<file path="config.mk">
export PLATFORM = sky130hd
export DESIGN_NAME = sumrest_nibble_seq
export DESIGN_NICKNAME = d
export VERILOG_FILES = /design/src/rtl/sumrest_nibble_seq.sv
export SDC_FILE = /design/constraint.sdc
export NUM_CORES = 1
export LEC_CHECK = 0
export CAP_MARGIN = 10
export CORE_MARGIN = 8
export CORE_UTILIZATION = 40
export DETAILED_ROUTE_END_ITERATION = 10
export HOLD_SLACK_MARGIN = 0.15
export PLACE_DENSITY_LB_ADDON = 0.25
export SLEW_MARGIN = 20
export SYNTH_ARGS = -nofsm -noshare
export SYNTH_HDL_FRONTEND = slang
export SYNTH_SLANG_ARGS = --single-unit
</file>
<file path="constraint.sdc">
create_clock -name clk -period 4.97 [get_ports clk]
set_clock_uncertainty 0.05 [all_clocks]
set_input_delay 0.7455 -clock clk [delete_from_list [all_inputs] [get_ports clk]]
set_output_delay 0.7455 -clock clk [all_outputs]
set_load 0.1 [all_outputs]
</file>
<file path="src/rtl/sumrest_nibble_seq.sv">
// Nibble-serial add/subtract controller: one 4-bit slice is reused across NIBBLES
// clock cycles, LS nibble first, with the inter-nibble carry held in a register.
module sumrest_nibble_seq #(
  parameter int NIBBLES = 4
) (
  input  logic                 clk,
  input  logic                 rst,
  input  logic                 start,
  input  logic                 sign,
  input  logic [4*NIBBLES-1:0] A,
  input  logic [4*NIBBLES-1:0] B,
  output logic                 busy,
  output logic                 done,
  output logic [4*NIBBLES-1:0] result,
  output logic                 cout,
  output logic                 ovf
);

  localparam int W  = 4 * NIBBLES;
  localparam int IW = (NIBBLES > 1) ? $clog2(NIBBLES) : 1;

  typedef enum logic [1:0] {
    IDLE = 2'd0,
    CALC = 2'd1,
    DONE = 2'd2
  } state_t;

  state_t         state;
  state_t         state_next;
  logic [IW-1:0]  idx;
  logic           carry;
  logic           sub;
  logic [W-1:0]   a_sh;
  logic [W-1:0]   b_sh;
  logic [3:0]     nib_a;
  logic [3:0]     nib_b;
  logic [4:0]     slice_sum;
  logic           last_nibble;
  logic [W-1:0]   result_next;

  // Operands shift right each CALC cycle, so the active nibble is always bits [3:0];
  // on the last nibble bit 3 is therefore the operand sign bit used for overflow.
  assign nib_a       = a_sh[3:0];
  assign nib_b       = b_sh[3:0] ^ {4{sub}};
  assign slice_sum   = {1'b0, nib_a} + {1'b0, nib_b} + {4'b0000, carry};
  assign last_nibble = (idx == IW'(NIBBLES - 1));

  always_comb begin
    result_next = result;
    for (int n = 0; n < NIBBLES; n++) begin
      if (idx == IW'(n)) begin
        result_next[n*4 +: 4] = slice_sum[3:0];
      end
    end
  end

  always_ff @(posedge clk or posedge rst) begin
    if (rst) begin
      state <= IDLE;
    end else begin
      state <= state_next;
    end
  end

  always_comb begin
    state_next = state;
    case (state)
      IDLE:    if (start) state_next = CALC;
      CALC:    if (last_nibble) state_next = DONE;
      DONE:    state_next = IDLE;
      default: state_next = IDLE;
    endcase
  end

  // busy/done are registered from the next state so they track the FSM without
  // any combinational path from the inputs.
  always_ff @(posedge clk or posedge rst) begin
    if (rst) begin
      idx    <= '0;
      carry  <= 1'b0;
      sub    <= 1'b0;
      a_sh   <= '0;
      b_sh   <= '0;
      result <= '0;
      cout   <= 1'b0;
      ovf    <= 1'b0;
      busy   <= 1'b0;
      done   <= 1'b0;
    end else begin
      busy <= (state_next != IDLE);
      done <= (state_next == DONE);
      case (state)
        IDLE: begin
          if (start) begin
            a_sh  <= A;
            b_sh  <= B;
            sub   <= sign;
            carry <= sign;
            idx   <= '0;
          end
        end
        CALC: begin
          result <= result_next;
          carry  <= slice_sum[4];
          a_sh   <= a_sh >> 4;
          b_sh   <= b_sh >> 4;
          idx    <= idx + IW'(1);
          if (last_nibble) begin
            cout <= slice_sum[4];
            ovf  <= (nib_a[3] == nib_b[3]) && (slice_sum[3] != nib_a[3]);
            idx  <= '0;
          end
        end
        default: ;
      endcase
    end
  end

endmodule

</file>
**Run 1: signal wires on met1**

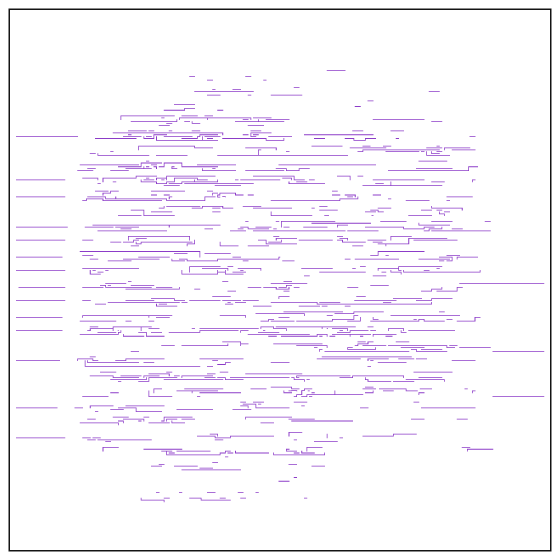
296 nets have wire on it. The layer holds 48% of the routed length. The longest straight run is 23.5 um. The wires run mostly horizontal.

**Run 1: local utilization**

10 x 10 tiles, from white (low) to dark blue (high), 0 to 100% covered.
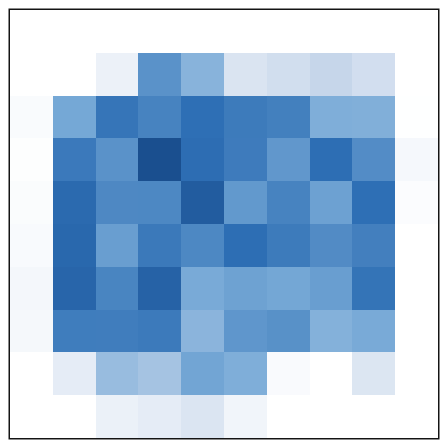
The mean over all tiles is 36%. 28% of the tiles are nearly empty. The fullest tile reaches 88%.

**Run 1: cell placement**

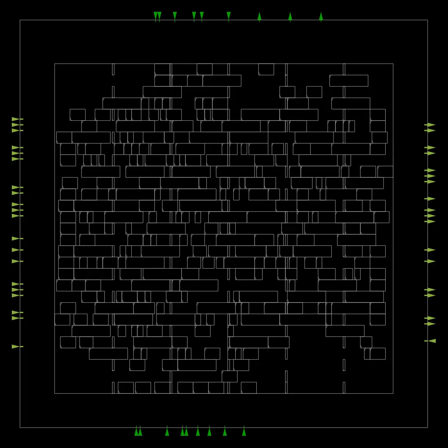
std cell rows: 29
fillcell total: 561
# Taps: 77

[run 1: placed cells by master, fill, tap and decap left out, types with 6 or more instances in the layout]
cell type,instances
clkdlybuf4s50_1,55
dfrtp_1,58
o21ai_1,18
mux2_2,9
ha_1,7
mux2i_1,24
a21oi_1,8
o21ai_0,19
nor2b_1,6
inv_1,6
nand2_1,39
clkbuf_8,13
[run 1: cell type report]
type	count	area [um2]	share of cell area [%]
Clock buffer	15	186	5.33
Clock inverter	1	30.0	0.858
Inverter	7	26.3	0.751
Multi-Input combinational cell	162	1120	32.1
Sequential cell	58	1450	41.5
Tap cell	77	96.3	2.75
Timing Repair Buffer	57	586	16.7
[run 1: layer usage]
metal  vias up  wire length (um)
li1        937                 -
met5         -                 0
met3         7               377
met2        51              2330
met4         0                85
met1       881              2590
==> notes.md, run 1 <==
run metrics: Die ar. 9500 um2, yosys warns 0, critical path depth in cells 1, CP bufs+invs 1, RSZ-0062 raised after global routing false, Worst Hold Class reg2reg, # IOs 56, CP Max Fanout 2, post-route design area 3500 um2, post-layout period usage 52.7%, Netlist Area Pre-Place 2660 um2, CTS max path bufs 2, status finished clean, Crit Path Class reg2out, CP cell instances clkdlybuf4s50_1, biggest area cells dfrtp_1, mux2i_1, nand2_1, mux2_2, o21ai_0, DR iter-0 viols 68, # nets final 340, final cell count without fillers 377, final wirelength 5.39 mm, Max Slew Vio Count 0, placed cells 360, Chip Area, Yosys 2660 um2, top cells by count, synth dfrtp_1, nand2_1, mux2i_1, WL per Instance 14.3 um, core area 6390 um2, Final Hold Viols 0, CTS tree built, Worst EP required 4170 ps, TritonRoute pass-1 iters 4, Total GRT Usage 11.8%, CTS H-tree lvls 3, share of the synthesized area in the top cell type 54.6%, CTS Buf Count 9, share of layout cells above drive strength 1 9.67%, mux cell area share after synthesis 12.9%, post-route setup slack 2350 ps, Sink Count 58, clk_lat worst skew 330 ps, DRC Markers 0, Chip Width 97.5 um, Clk pin slew, worst setup/hold paths 60 ps, grt peak-use layer met2
==> run 2, diff against run 1 <==
clock period = 2.7 ns   (was 4.97 ns; I/O delays follow)
**Run 2: register map, names as in the netlist**

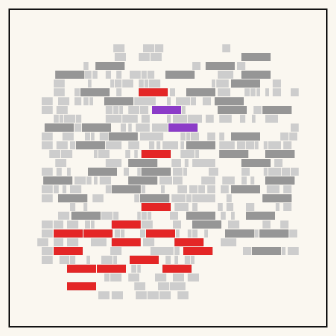
`idx`: drawn in purple, sequential cells 2. `a_sh`: drawn in red, sequential cells 16.

==> run 2 against run 1 <==
  * Final cell count grew 0.80%
  * Die size unchanged
  * Global-route usage increased by 0.40 points
  * Count of clock-buffer cells in the layout fell by 4
  * Register-to-register slack got worse by 2200 ps
  * Sequential cell count did not move
  * Routed wire length increased by 2.4%
  * Sequential share of layout area increased by 0.82 points
  * Via count increased by 0.59%
  * Critical path depth is 5 higher
  * Area after synthesis unchanged
  * Critical path type is now reg2reg
  * Critical endpoint is now cout
==> notes.md, run 2 <==
run metrics: status finished clean, share of layout cells above drive strength 1 17.5%, DRC Markers 0, final cell count without fillers 380, most used logic cell in the final layout dfrtp_1, Max Slew Vio Count 0, CTS Buf Count 9, mux cell area share after synthesis 12.9%, WL per Instance 14.5 um, std cell rows 29, CP bufs+invs 0, clk_lat worst skew 330 ps, CTS max path bufs 2, Netlist Area Pre-Place 2660 um2, TritonRoute pass-1 iters 4, critical path depth in cells 6, placed cells 364, CP cell instances xor2_1 > fa_1 > fa_1 > a21o_1 > a21oi_1 > o21ai_0, Total GRT Usage 12.2%, post-layout period usage 78.1%, Clk pin slew, worst setup/hold paths 60 ps, Crit Path Class reg2reg
-- run 2: cell types whose count changed in the layout (fill, tap and decap cells not counted), sizes merged --
cell           delta
clkbuf            -4
buf              +23
clkdlybuf4s50    -20
bufinv            -1
clkinv            +3
clkinvlp          +2
-- run 2: area by class of cell --
cell class / count / area (um2)
clock buffers: 11 / 141
well taps: 77 / 96.3
repair buffers: 60 / 563
flip-flops and latches: 58 / 1450
fillers: 602 / 2960
clock inverters: 5 / 30.0
inverters: 7 / 26.3
multi-input cells: 162 / 1120
-- run 2: routing by layer --
layer / wire length [um] / share of wire, % / GRT usage, %
met5: 0 / 0 / 0
met4: 79 / 1.4 / 4.66
met3: 298 / 5.4 / 5.19
met2: 2480 / 45 / 18.4
met1: 2660 / 48 / 15.2
==> run 3, diff against run 2 <==
clock period = 1.9 ns   (was 2.7 ns; I/O delays follow)
**Run 3: signal wires on met1**

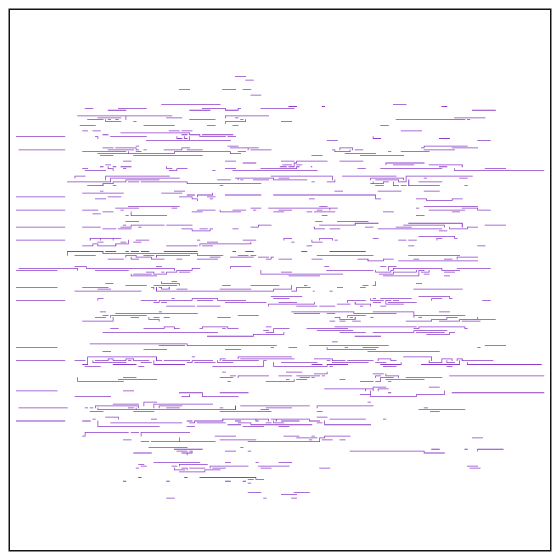
The longest straight run is 24.8 um. 319 nets have wire on it. The layer holds 47% of the routed length. The layer carries 2720 um of wire.

==> run 3 against run 2 <==
  * Highest routed layer unchanged
  * Area after synthesis unchanged
  * Worst setup slack worse by 640 ps
  * Critical path depth stayed put
  * Largest cell class unchanged
  * The run now ends with negative setup slack left
  * Routed wire length rose by 5.8%
  * Global-route usage grew 0.57 points
  * Final cell count grew 2.9%
  * Register-to-register slack worse by 640 ps
  * First-iteration DRC count up 51%
  * Critical endpoint unchanged
  * Critical path type unchanged
==> notes.md, run 3 <==
run metrics: TritonRoute pass-1 iters 5, # IOs 56, WL per Instance 14.9 um, Chip Area, Yosys 2660 um2, share of layout cells above drive strength 1 23.6%, Signal buf overhead 18.0%, final setup fails 8, Clk pin slew, worst setup/hold paths 60 ps, clk cell area share 6.92%, top cells by count, synth dfrtp_1, nand2_1, mux2i_1, Die ar. 9500 um2, CTS Buf Count 9, flip-flops 58, CP Max Fanout 4, total area of sequential cells 1450 um2, Top Layout Cells dfrtp_1, nand2_1, clkdlybuf4s50_1, buf_4, mux2i_1, invs w/o clock 7, post-route setup slack -47.6 ps, grt peak-use layer met2, wl on met1 2.72 mm, met2 WL 2.75 mm, share of the synthesized area in the top cell type 54.6%, failing checks negative setup slack, RSZ-0062 raised after global routing true, highest metal used met4, Total GRT Usage 12.8%, clk_lat worst skew 330 ps, fillcell total 583, core area 6390 um2, DRC Markers 0, nonclk buf count 71, CTS H-tree lvls 3, CP cell instances xor2_1 > fa_2 > fa_2 > a21o_1 > a21oi_2 > o21ai_1, largest class registers, most used logic cell in the final layout dfrtp_1, CLK BUF 12, Worst EP required 2040 ps, Final Hold Viols 0, critical path depth in cells 6, status finished with violations, yosys warns 0, Seq/total area 39.7%, Max Slew Vio Count 0, Chip Width 97.5 um
[run 3: cell counts after synthesis]
No cell type changed its count.
[run 3: metrics by stage]
step | cell area, um2 | std cells | worst slack (ps) | utilization [%]
after global routing | 3650 | 391 | -128 | 57.2
after detailed placement | 3340 | 372 | -82.2 | 52.3
after CTS | 3630 | 391 | -11.2 | 56.8
final | 3650 | 391 | -47.6 | 57.2
after global placement | 3340 | 372 | -20.6 | 52.3
after floorplan | 2670 | 239 | -2.68 | -
[run 3: tightest hold or removal path, cell delays in order]
cell and delay (ps):
clkdlybuf4s50_1 410, inv_2 70, buf_12 280
[run 3: kinds of logic after synthesis]
family / share of synthesized area, %
compound gates: 12.5
xor+xnor: 1.65
fa+ha+maj: 4.80
buf+inv: 3.67
flops: 54.6
mux: 12.9
simple gates: 9.84
